<file path="config.mk">
export PLATFORM = sky130hd
export DESIGN_NAME = shift_reg_univ
export DESIGN_NICKNAME = d
export VERILOG_FILES = /design/src/rtl/shift_reg_pkg.sv /design/src/rtl/shift_reg_univ_dff_vec.sv /design/src/rtl/shift_reg_univ.sv
export SDC_FILE = /design/constraint.sdc
export NUM_CORES = 1
export LEC_CHECK = 0
export CELL_PAD_IN_SITES_DETAIL_PLACEMENT = 2
export CELL_PAD_IN_SITES_GLOBAL_PLACEMENT = 2
export CORE_UTILIZATION = 22
export DETAILED_ROUTE_END_ITERATION = 10
export PLACE_DENSITY = 0.82
export SETUP_SLACK_MARGIN = 0.05
export SLEW_MARGIN = 30
export SYNTH_ARGS = -nofsm -noshare
export SYNTH_HDL_FRONTEND = slang
export SYNTH_SLANG_ARGS = --single-unit
</file>
<file path="constraint.sdc">
create_clock -name clk -period 2.3 [get_ports clk]
set_input_delay 0.69 -clock clk [delete_from_list [all_inputs] [get_ports clk]]
set_output_delay 0.69 -clock clk [all_outputs]
set_load 0.02 [all_outputs]
</file>
<file path="src/rtl/shift_reg_pkg.sv">
// Shared types for the universal shift register: operation select encoding.
package shift_reg_pkg;

    localparam int MODE_W = 3;

    typedef enum logic [MODE_W-1:0] {
        HOLD = 3'd0,
        LOAD = 3'd1,
        SHL  = 3'd2,
        SHR  = 3'd3,
        ROTL = 3'd4,
        ROTR = 3'd5,
        ASHR = 3'd6,
        CLR  = 3'd7
    } mode_t;

endpackage

</file>
<file path="src/rtl/shift_reg_univ_dff_vec.sv">
// Vector D flip-flop with synchronous active-high reset and clock enable.
// Latency: one cycle from d to q.
// Backpressure: none; en=0 holds q.
module dff_vec #(
    parameter int               WIDTH   = 8,
    parameter logic [WIDTH-1:0] RST_VAL = '0
) (
    input  logic             clk,
    input  logic             rst,
    input  logic             en,
    input  logic [WIDTH-1:0] d,
    output logic [WIDTH-1:0] q
);

    logic [WIDTH-1:0] q_q;

    always_ff @(posedge clk) begin
        if (rst) begin
            q_q <= RST_VAL;
        end else if (en) begin
            q_q <= d;
        end
    end

    assign q = q_q;

endmodule

</file>
<file path="src/rtl/shift_reg_univ.sv">
// Universal register: parallel load, logical/arithmetic/rotate shifts, clear.
// Latency: one cycle; out, ser_out and zero update together on the edge.
// Backpressure: none; en=0 freezes all state.
module shift_reg_univ
    import shift_reg_pkg::*;
#(
    parameter int               WIDTH   = 8,
    parameter logic [WIDTH-1:0] RST_VAL = '0
) (
    input  logic             clk,
    input  logic             rst,
    input  logic             en,
    input  mode_t            mode,
    input  logic [WIDTH-1:0] in,
    input  logic             ser_in,
    output logic [WIDTH-1:0] out,
    output logic             ser_out,
    output logic             zero
);

    logic [WIDTH-1:0] out_d;
    logic [WIDTH-1:0] out_q;
    logic             ser_out_d;
    logic             ser_out_q;
    logic             zero_d;
    logic             zero_q;

    always_comb begin
        out_d     = out_q;
        ser_out_d = ser_out_q;
        case (mode)
            HOLD: out_d = out_q;
            LOAD: out_d = in;
            SHL: begin
                out_d     = {out_q[WIDTH-2:0], ser_in};
                ser_out_d = out_q[WIDTH-1];
            end
            SHR: begin
                out_d     = {ser_in, out_q[WIDTH-1:1]};
                ser_out_d = out_q[0];
            end
            ROTL: begin
                out_d     = {out_q[WIDTH-2:0], out_q[WIDTH-1]};
                ser_out_d = out_q[WIDTH-1];
            end
            ROTR: begin
                out_d     = {out_q[0], out_q[WIDTH-1:1]};
                ser_out_d = out_q[0];
            end
            ASHR: begin
                out_d     = {out_q[WIDTH-1], out_q[WIDTH-1:1]};
                ser_out_d = out_q[0];
            end
            CLR: begin
                out_d     = '0;
                ser_out_d = 1'b0;
            end
            default: out_d = out_q;
        endcase
        // Flag derived from the next word so it lands in the same cycle as out.
        zero_d = (out_d == '0);
    end

    dff_vec #(
        .WIDTH   (WIDTH),
        .RST_VAL (RST_VAL)
    ) u_out_reg (
        .clk (clk),
        .rst (rst),
        .en  (en),
        .d   (out_d),
        .q   (out_q)
    );

    always_ff @(posedge clk) begin
        if (rst) begin
            ser_out_q <= 1'b0;
            zero_q    <= (RST_VAL == '0);
        end else if (en) begin
            ser_out_q <= ser_out_d;
            zero_q    <= zero_d;
        end
    end

    assign out     = out_q;
    assign ser_out = ser_out_q;
    assign zero    = zero_q;

endmodule
</file>
Figure 1. Signal wires by layer (run 1).
(6 px per um)
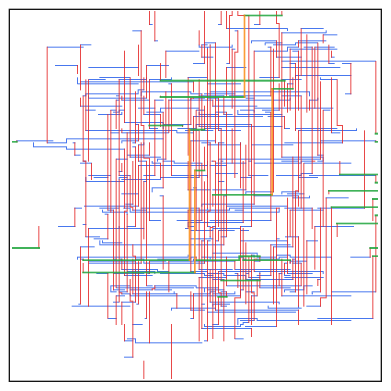
layer	colour	wire length
met3	green	164 um
met4	orange	70.0 um
met2	red	1880 um
met1	blue	1550 um
detailed-route wire length per cell: 19.3 um
Post-Route WL: 3.66 mm
vias: 1008

Figure 2. Metal 3 (run 1).
(4 px per um) Cells faint in the background.
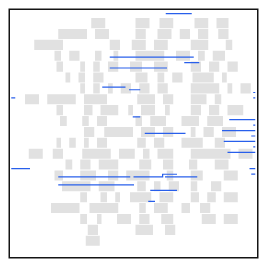
main direction	horizontal
share of all routed wire	4.5%
nets with wire on the layer	23
wire length on this layer	164 um
longest straight run	20.7 um
grt met3 use: 0.0435

==> impl_metrics.yaml, run 1 <==
# flow metrics
status:
  outcome: "completed"
sta:
  fin_crit_ns: 2.19
  hold_viol: 0
  final_max_slew_viol_count: 0
  skew_ns: 0.0153
  clock.fmax_ghz: 0.457
  worst_pin_slew_ns: 0.547
  slew_headroom: 0.626
  setup_ws_ns: 0.113
  rsz0062_at_grt: "false"
  post-route-period-util: 0.951
placed_design:
  dp.cells: 184
  io_buffers: 24
  placed_area_um2: 1220
  hpwl_mm: 2.71
clocking:
  cts-hold-fix-buffers: 0
  root_buffer: "clkbuf_4"
  clk_pin_slew_ns: 0.09
  numCtsBuffers: 3
  cts-htree-levels: 1
  cts_setup_buffers: 1
global_route:
  grt_first_pass_wirelength_mm: 5.49
  busiest_layer: "met2"
  globalRouteOverflowTotal: 0
  antenna_found_initial: 0
  grt_use_total: 0.201
  grt_max_degree: 10
synthesis:
  syn_avg_cell_area_um2: 7.86
  logic_family: "AND-OR/OR-AND gates"
  yosys_most_used_dff: "dfxtp_1"
  enable_flop_cells: 0
  synthArstFlopShare: 0
  adder_share: 0
  yosys_warnings: 0
  ys_seq_share: 0.255
  top_cell: "a21oi_1"
layout:
  largest_cell_class: "logic gates"
  finalNonFillerCells: 190
  nClkBuffers: 4
  flops: 10
  area_growth_syn_to_layout_pct: 69.7
  seq_share: 0.150
  layout_top_cell: "buf_4"
  num_antenna_cells: 0
  final-comb-area_um2: 594
  inv_count: 5
  utilization: 0.394
min_path:
  whs_path_depth: 2
  min_to: "zero$_SDFFE_PP1P_"
  hold_start: "zero$_SDFFE_PP1P_"
critical_path:
  cp_num_cells: 1
  cp_cell_sequence: "clkdlybuf4s50_1"
  path_buffers: 1
  cp-start-kind: "register"
  cp-startpoint: "u_out_reg.q[5]$_SDFFE_PP0P_"
  worstSetupPathType: "reg2out"
  cp_slowest_cell: "clkdlybuf4s50_1"
  r2r-start: "u_out_reg.q[7]$_SDFFE_PP0P_"
  endpoint_kind: "primary output"
  cp.arrival_ns: 1.50
  crit_family: "buffers and inverters"
floorplanning:
  pin_count: 25
  core_area_um2: 3390
  tap_cells: 46
  row_count: 21
  die_y_um: 61.8
drt:
  wl_met3_um: 164
  dr.first_iter.drc_count: 33
power_and_ir_drop:
  p_per_area_nw_per_um2: 473
  total_power_mw: 0.632
  switchingPower_mw: 0.218
  comb_power_share: 0.407
  powerComb_mw: 0.257
  switching_share: 0.346
  seq_power_share: 0.331
  internal_power_mw: 0.413
flow_run:
  cap_violations: 0
  warnings: 26
Figure 3. Metal 2 (run 1).
(4 px per um)
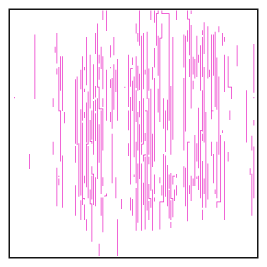
longest straight run	26.7 um
share of all routed wire	51%
main direction	vertical
nets with wire on the layer	151
met2 GRT Util: 0.364

==> run 2: changes to the inputs <==
Settings changed: CTS_CLUSTER_DIAMETER from default to 100.
Figure 4. Clock nets (run 2).
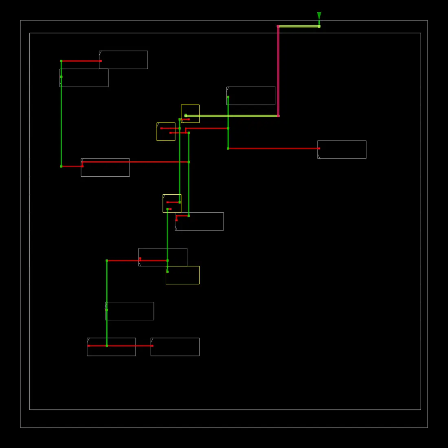
clock sink count: 10
seq_cells: 10

Figure 5. Supply network (run 2).
(6 px per um) Pins as bars on the die edge. Tap cells in grey.
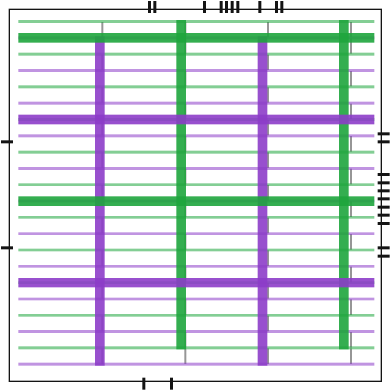
net	colour
VDD	green
VSS	purple
met1 rails	22
tap cells	46
met4 straps	4
Die Wd: 61.8 um
core area: 3390 um2
die height: 61.8 um

Figure 6. Signal wires by layer (run 2).
(6 px per um)
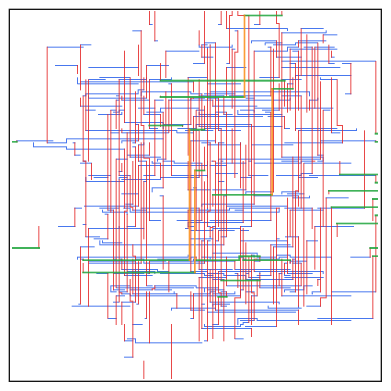
layer	colour	wire length
met1	blue	1550 um
met2	red	1880 um
met4	orange	70.0 um
met3	green	164 um
GRT Overall Usage: 0.201

==> impl_metrics.yaml, run 2 <==
# flow metrics
layout:
  finalNonFillerCells: 190
  area_growth_syn_to_layout_pct: 69.7
  inv_count: 5
  largest_cell_class: "logic gates"
  seq_share: 0.150
  final-comb-area_um2: 594
  nClkBuffers: 4
  logic_gates: 77
  utilization: 0.394
  layout_top_cell: "buf_4"
critical_path:
  endpoint_kind: "primary output"
  cp_cell_sequence: "clkdlybuf4s50_1"
  cp_num_cells: 1
  cp-start-kind: "register"
  path_buffers: 1
  cp_slowest_cell: "clkdlybuf4s50_1"
  r2r.worst_path.cells: 5
  cp-startpoint: "u_out_reg.q[5]$_SDFFE_PP0P_"
  cp.arrival_ns: 1.50
  r2r-start: "u_out_reg.q[7]$_SDFFE_PP0P_"
  crit_family: "buffers and inverters"
  worstSetupPathType: "reg2out"
power_and_ir_drop:
  switching_share: 0.346
  seq_power_share: 0.331
  powerComb_mw: 0.257
  internal_power_mw: 0.413
  total_power_mw: 0.632
  comb_power_share: 0.407
  switchingPower_mw: 0.218
clocking:
  root_buffer: "clkbuf_4"
  cts-hold-fix-buffers: 0
  cts-htree-levels: 1
  clk_pin_slew_ns: 0.09
  cts_setup_buffers: 1
  cts_tree: "yes"
  numCtsBuffers: 3
sta:
  worst_pin_slew_ns: 0.547
  final_max_slew_viol_count: 0
  rsz0062_at_grt: "false"
  slew_headroom: 0.626
  skew_ns: 0.0153
  clock.fmax_ghz: 0.457
  post-route-period-util: 0.951
  hold_viol: 0
  fin_crit_ns: 2.19
drt:
  vias: 1008
  wl_mm: 3.66
  dr.first_iter.drc_count: 33
  wire_per_inst_um: 19.3
  met1_length_mm: 1.55
placed_design:
  io_buffers: 24
  hpwl_mm: 2.71
  dp.cells: 184
  placed_area_um2: 1220
min_path:
  whs_path_depth: 2
  hold_start: "zero$_SDFFE_PP1P_"
  min_to: "zero$_SDFFE_PP1P_"
global_route:
  grt_max_degree: 10
  use_met2: 0.364
  use_met3: 0.0435
  busiest_layer: "met2"
  globalRouteOverflowTotal: 0
  grt_first_pass_wirelength_mm: 5.49
synthesis:
  yosysTopAreaCell: "dfxtp_1"
  top_cell: "a21oi_1"
  adder_share: 0
  synthArstFlopShare: 0
  logic_family: "AND-OR/OR-AND gates"
  enable_flop_cells: 0
  syn_avg_cell_area_um2: 7.86
  synthAoiAreaFrac: 0.384
  top_cell_area_share: 0.255
  ys_seq_share: 0.255
  yosys_most_used_dff: "dfxtp_1"
floorplanning:
  tap_cells: 46
  fp_util: 0.232
  row_count: 21
  pin_count: 25
status:
  outcome: "completed"
flow_run:
  warnings: 26
  cap_violations: 0
